**src/rtl/dma_burst_device.sv**
```systemverilog
// DMA burst test device: LFSR-filled block storage, cycle-counted interrupt sequence
// with ack/timeout handling, and a registered one-cycle-latency block read port.
module dma_burst_device #(
   parameter int          WORD_SIZE       = 16,
   parameter int          WORDS_PER_BLOCK = 4,
   parameter int          NUM_BLOCKS      = 3,
   parameter int          OFFSET_BITS     = 2,
   parameter int          FIRE_DELAY      = 1700,
   parameter int          REFIRE_DELAY    = 300,
   parameter int          INT_DURATION    = 10,
   parameter int          HOLD_CYCLES     = 64,
   parameter int          NUM_FIRES       = 2,
   parameter logic [15:0] LFSR_SEED       = 16'hACE1
) (
   input  logic                                 clk,
   input  logic                                 reset_n,
   input  logic                                 enable,
   input  logic                                 ack,
   input  logic                                 rd_en,
   input  logic [OFFSET_BITS-1:0]               offset,
   output logic [WORDS_PER_BLOCK*WORD_SIZE-1:0] data,
   output logic                                 data_valid,
   output logic                                 rd_err,
   output logic                                 interrupt,
   output logic                                 int_missed,
   output logic [7:0]                           fire_count,
   output logic                                 done
);

   localparam int BLOCK_W = WORDS_PER_BLOCK * WORD_SIZE;
   localparam int WIW     = (WORDS_PER_BLOCK > 1) ? $clog2(WORDS_PER_BLOCK) : 1;

   function automatic int max_of(input int a, input int b);
      return (a > b) ? a : b;
   endfunction

   localparam int MAXC = max_of(max_of(FIRE_DELAY, REFIRE_DELAY), max_of(INT_DURATION, HOLD_CYCLES));
   localparam int CW   = $clog2(MAXC + 1);
   localparam logic [OFFSET_BITS:0] NB_LIMIT = (OFFSET_BITS+1)'(NUM_BLOCKS);

   function automatic logic [15:0] lfsr_step(input logic [15:0] s);
      return (s >> 1) ^ (s[0] ? 16'hB400 : 16'h0000);
   endfunction

   function automatic logic [WORD_SIZE-1:0] fill_word(input logic [15:0] s);
      logic [31:0] dbl_v;
      dbl_v = {s, s};
      return dbl_v[WORD_SIZE-1:0];
   endfunction

   typedef enum logic [2:0] {
      S_FILL   = 3'd0,
      S_COUNT  = 3'd1,
      S_ASSERT = 3'd2,
      S_HOLD   = 3'd3,
      S_DONE   = 3'd4
   } state_t;

   state_t                 state_r, state_nx_s;
   logic [CW-1:0]          cnt_r, cnt_nx_s;
   logic [15:0]            lfsr_r, lfsr_nx_s;
   logic [OFFSET_BITS-1:0] fill_blk_r;
   logic [WIW-1:0]         fill_wrd_r;
   logic [BLOCK_W-1:0]     mem_r [NUM_BLOCKS];
   logic                   wrd_last_s, blk_last_s, fill_last_s;
   logic                   ack_pend_r, ack_pend_nx_s, ack_s;
   logic                   int_nx_s, done_nx_s, fire_inc_s, miss_s;
   logic                   interrupt_r, int_missed_r, done_r;
   logic [7:0]             fire_count_r;
   logic [BLOCK_W-1:0]     data_r;
   logic                   data_valid_r, rd_err_r, rd_ok_s;

   assign lfsr_nx_s   = lfsr_step(lfsr_r);
   assign wrd_last_s  = (fill_wrd_r == WIW'(WORDS_PER_BLOCK - 1));
   assign blk_last_s  = (fill_blk_r == OFFSET_BITS'(NUM_BLOCKS - 1));
   assign fill_last_s = wrd_last_s && blk_last_s;
   // An ack that coincides with the entry edge is remembered and honoured one cycle later.
   assign ack_s       = ack || ack_pend_r;
   assign rd_ok_s     = ({1'b0, offset} < NB_LIMIT) && (state_r != S_FILL);

   // FSM state and the shared countdown register (delay, interrupt duration, hold).
   always_ff @(posedge clk or negedge reset_n) begin
      if (!reset_n) begin
         state_r <= S_FILL;
         cnt_r   <= CW'(0);
      end else begin
         state_r <= state_nx_s;
         cnt_r   <= cnt_nx_s;
      end
   end

   // Next state and next countdown value; everything holds while enable is low.
   always_comb begin
      state_nx_s = state_r;
      cnt_nx_s   = cnt_r;
      if (enable) begin
         case (state_r)
            S_FILL: begin
               if (fill_last_s) begin
                  state_nx_s = (NUM_FIRES == 0) ? S_DONE : S_COUNT;
                  cnt_nx_s   = (fire_count_r == 8'd0) ? CW'(FIRE_DELAY) : CW'(REFIRE_DELAY);
               end else begin
                  state_nx_s = S_FILL;
               end
            end
            S_COUNT: begin
               if (cnt_r == CW'(1)) begin
                  state_nx_s = S_ASSERT;
                  cnt_nx_s   = CW'(INT_DURATION);
               end else begin
                  cnt_nx_s = cnt_r - CW'(1);
               end
            end
            S_ASSERT: begin
               if (ack_s || (cnt_r == CW'(1))) begin
                  state_nx_s = S_HOLD;
                  cnt_nx_s   = CW'(HOLD_CYCLES);
               end else begin
                  cnt_nx_s = cnt_r - CW'(1);
               end
            end
            S_HOLD: begin
               if (cnt_r == CW'(1)) begin
                  state_nx_s = (fire_count_r == 8'(NUM_FIRES)) ? S_DONE : S_FILL;
               end else begin
                  state_nx_s = S_HOLD;
               end
               cnt_nx_s = cnt_r - CW'(1);
            end
            S_DONE:  state_nx_s = S_DONE;
            default: state_nx_s = S_FILL;
         endcase
      end else begin
         state_nx_s = state_r;
      end
   end

   // Next values of the registered status outputs, derived from the transition.
   always_comb begin
      int_nx_s   = (state_nx_s == S_ASSERT);
      done_nx_s  = (state_nx_s == S_DONE);
      fire_inc_s = (state_r != S_ASSERT) && (state_nx_s == S_ASSERT);
      miss_s     = (state_r == S_ASSERT) && (state_nx_s == S_HOLD) && !ack_s;
      if (fire_inc_s) begin
         ack_pend_nx_s = ack;
      end else if (enable) begin
         ack_pend_nx_s = 1'b0;
      end else begin
         ack_pend_nx_s = ack_pend_r;
      end
   end

   // Status output registers.
   always_ff @(posedge clk or negedge reset_n) begin
      if (!reset_n) begin
         interrupt_r  <= 1'b0;
         int_missed_r <= 1'b0;
         done_r       <= 1'b0;
         fire_count_r <= 8'd0;
         ack_pend_r   <= 1'b0;
      end else begin
         interrupt_r  <= int_nx_s;
         done_r       <= done_nx_s;
         ack_pend_r   <= ack_pend_nx_s;
         int_missed_r <= int_missed_r || miss_s;
         fire_count_r <= fire_inc_s ? (fire_count_r + 8'd1) : fire_count_r;
      end
   end

   // Storage fill: one LFSR step and one word written per enabled FILL cycle.
   always_ff @(posedge clk or negedge reset_n) begin
      if (!reset_n) begin
         lfsr_r     <= LFSR_SEED;
         fill_blk_r <= {OFFSET_BITS{1'b0}};
         fill_wrd_r <= {WIW{1'b0}};
         for (int b = 0; b < NUM_BLOCKS; b++) begin
            mem_r[b] <= {BLOCK_W{1'b0}};
         end
      end else if (enable && (state_r == S_FILL)) begin
         lfsr_r <= lfsr_nx_s;
         mem_r[fill_blk_r][fill_wrd_r*WORD_SIZE +: WORD_SIZE] <= fill_word(lfsr_nx_s);
         if (wrd_last_s) begin
            fill_wrd_r <= {WIW{1'b0}};
            fill_blk_r <= blk_last_s ? {OFFSET_BITS{1'b0}} : (fill_blk_r + {{(OFFSET_BITS-1){1'b0}}, 1'b1});
         end else begin
            fill_wrd_r <= fill_wrd_r + {{(WIW-1){1'b0}}, 1'b1};
         end
      end
   end

   // Read port: data only changes on an accepted read, independent of enable.
   always_ff @(posedge clk or negedge reset_n) begin
      if (!reset_n) begin
         data_r       <= {BLOCK_W{1'b0}};
         data_valid_r <= 1'b0;
         rd_err_r     <= 1'b0;
      end else begin
         data_valid_r <= rd_en && rd_ok_s;
         rd_err_r     <= rd_en && !rd_ok_s;
         if (rd_en && rd_ok_s) begin
            data_r <= mem_r[offset];
         end
      end
   end

   assign data       = data_r;
   assign data_valid = data_valid_r;
   assign rd_err     = rd_err_r;
   assign interrupt  = interrupt_r;
   assign int_missed = int_missed_r;
   assign fire_count = fire_count_r;
   assign done       = done_r;

endmodule
```
**config.mk**
```make
export PLATFORM = sky130hd
export DESIGN_NAME = dma_burst_device
export DESIGN_NICKNAME = d
export VERILOG_FILES = /design/src/rtl/dma_burst_device.sv
export SDC_FILE = /design/constraint.sdc
export NUM_CORES = 1
export LEC_CHECK = 0
export ABC_AREA = 1
export CAP_MARGIN = 10
export CORE_MARGIN = 10
export CORE_UTILIZATION = 52
export DETAILED_ROUTE_END_ITERATION = 12
export GPL_TIMING_DRIVEN = 0
export PLACE_DENSITY = 0.78
export SYNTH_ARGS = -nofsm -noshare
export SYNTH_HDL_FRONTEND = slang
export SYNTH_SLANG_ARGS = --single-unit
```
**constraint.sdc**
```tcl
create_clock -name clk -period 2.29 [get_ports clk]
set_input_delay 0.458 -clock clk [delete_from_list [all_inputs] [get_ports clk]]
set_output_delay 0.458 -clock clk [all_outputs]
set_load 0.01 [all_outputs]
```
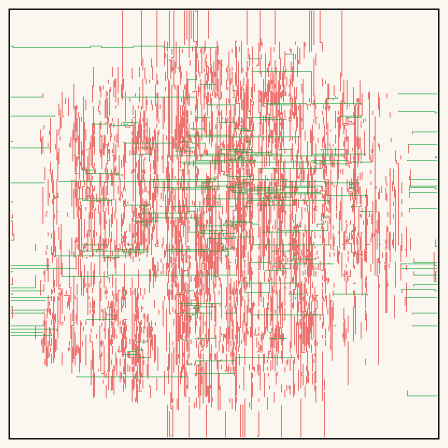
metal_stack.png
Only two layers are drawn.
Key: red = met2 [wire length 16400 um]; green = met3 [wire length 2790 um]
Routed WL per cell: 17.1 um
GRT Total Usage: 20.7%
DR vias: 11300

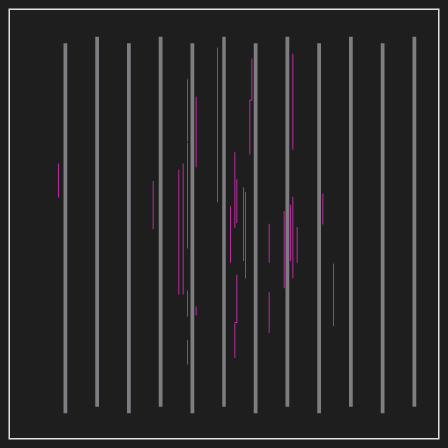
met4.png
Supply wires on this layer in grey.
The wires run mostly vertical. The layer holds 2.2% of the routed length. The longest straight run is 66.0 um. The layer carries 775 um of wire. 21 nets have wire on it.

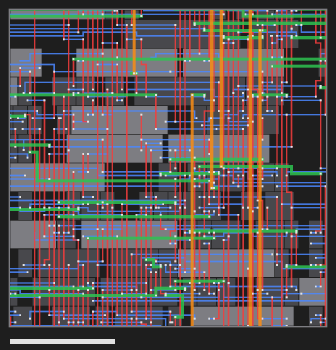
zoom.png
Scale bar: 10 um. Region (77, 77) to (107, 107) um. Cells in grey, sequential cells in the stronger grey; small squares are vias.
Key: orange = met4; blue = met1; red = met2; green = met3
Netlist names of flops here include lfsr_r (7), fill_wrd_r (2). 74 logic cells have their middle in the window. Most frequent: inv_1 (12), nand2_1 (10), nand3_1 (9). Sequential cells in the window: 9.

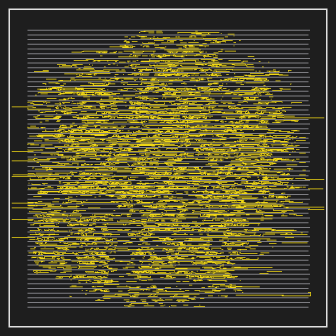
met1.png
Supply wires on this layer in grey.
The longest straight run is 40.9 um. 1594 nets have wire on it. The layer holds 43% of the routed length.
final wirelength: 34900 um
M1 GR Usage: 27.9%

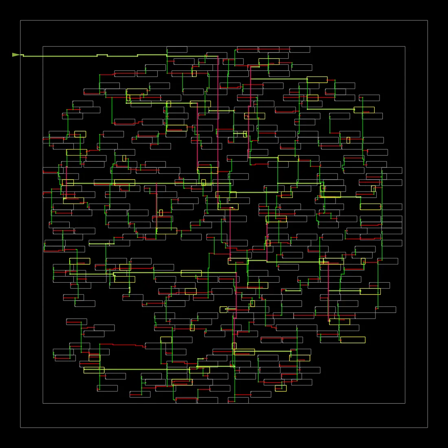
final_clocks.png
Flops: 304
clk_lat worst skew: 570 ps
clk_skew: 29.3 ps
Clock Sink Count: 304

==> reports/metrics.yaml <==
status:
  status: "finished, violations left"
  failed_checks: "negative setup slack"
yosys:
  area_leaders: "dfrtp_1 (54%), nand2_1 (7.6%), o21ai_0 (6.5%), inv_1 (5.0%), nor2_1 (3.5%)"
  ys_async_sr_fraction_pct: 100
  yosys.cell_types.count: 36
  ff_type: "dfrtp_1"
  adder_share_pct: 0.995
  synthMostInstantiatedCell: "dfrtp_1"
  yosys.area.top_type_share_pct: 53.6
  synth-seq-cells: 304
  ys_seq_share_pct: 55.1
  ys_sh_simple_pct: 14.9
  synth_area_per_cell_um2: 8.86
  mux_area_share_pct: 1.79
  synth_nets: 1579
  ys_warn_count: 0
  ys_cells: 1561
  enable_flop_cells: 0
  yosysTopAreaCell: "dfrtp_1"
  synthAoiAreaFrac_pct: 18.0
detailed_routing:
  firstDrtPassIters: 6
  drc_errors: 0
  dr_wl_met2_um: 16400
  ant_nets: 0
  dr_wl_met3_um: 2790
  wl_met1_um: 15000
  routed.top_layer: "met4"
layout:
  n_all_inverters: 194
  largest_reg_flops: 192
  fin_area_mm2: 0.0162
  area_growth_pct: 17.4
  sh_comb_area_pct: 31.6
  n_all_buffers: 173
  fillers: 2237
  comb_cells: 978
  clockBufferCount: 45
  final_cell_mix: "dfrtp_1 (295), nand2_1 (281), inv_1 (185), o21ai_0 (180), nor2_1 (119)"
  postLayoutCoreUtil_pct: 62.1
  comb_area_mm2: 0.00512
  instances_no_fill: 2042
  n_antenna_cell: 0
  drive_gt1_share_pct: 10.0
  lay_top_count: "dfrtp_1"
  final_nets: 1700
  seq_share_pct: 46.9
  seq_area_mm2: 0.00762
placed_design:
  port_buffers: 82
  dp_slack_ps: -762
  dp.cells: 1980
  place_hpwl_um: 24700
  placed_cell_area_mm2: 0.0151
  gp_congestion: 0.912
floorplanning:
  io_pins: 84
  n_tap_cell: 335
  die_h_um: 183
  core_area_mm2: 0.0261
  floorplan.core_util_pct: 52.9
  chipArea_mm2: 0.0335
  std_cell_rows: 59
worst_setup_path:
  critPathMaxStageDelay_ps: 570
  ff2ff_path_depth: 8
  worst_path_max_delay_cell: "buf_1"
  cp.depth: 7
  startpoint: "offset[1]"
  worst_setup_path_start_kind: "input port"
  critical_path_class: "input port to register"
  critical_path.top_delay_family: "buffers and inverters"
  crit_chain: "clkdlybuf4s50_1, buf_1, buf_1, a21oi_1, o21ai_0, o211ai_1, o21a_1"
  path_buffers: 3
  crit_path_max_fanout: 10
  required_ps: 2730
  path_common_cell: "buf_1"
  critPathCapture: "data[31]$_DFFE_PN0P_"
  end_kind: "register"
power_and_ir_drop:
  top_power_group: "sequential cells"
  power_w: 0.0205
  comb-power_w: 0.00704
  p_leak_nw: 7.32
  seq-power_w: 0.00847
  power_frac_seq_pct: 41.4
  clk-power_w: 0.00496
  p_int_w: 0.0133
  powerDensity_mw_per_mm2: 1260
  ir_drop_uv: 802
  comb_power_share_pct: 34.4
global_routing:
  busiest_layer: "met2"
  grt_pass1_wl_um: 57700
  grtUsageMet2_pct: 33.3
  grt_max_degree: 128
  grt_pass1_vias: 11200
  met3_usage_pct: 4.39
  antenna_found_initial: 0
timing:
  worstMarginPinSlew_ps: 710
  fin_hold_ws_ps: 253
  fin_ws_ps: -14.9
  setup_viol: 1
  finalCritPeriodShare_pct: 101
  relSlewSlack_pct: 52.6
  grt_setup_unrepaired: "true"
clock_tree:
  hold_buffers: 1
  cts_buffers: 31
  clk_path_buf_depth: 3
  htree_levels: 1
  cts_tree: "done"
  clkSlewWorstSetupHoldPaths_ps: 60
hold_path:
  hold_path_depth: 3
  hold_path_end: "cnt_r[6]$_DFFE_PN0P_"
  hp-class: "input port to register"
  min_from: "enable"
flow_run:
  warnings: 37
  maxCapViolations: 0
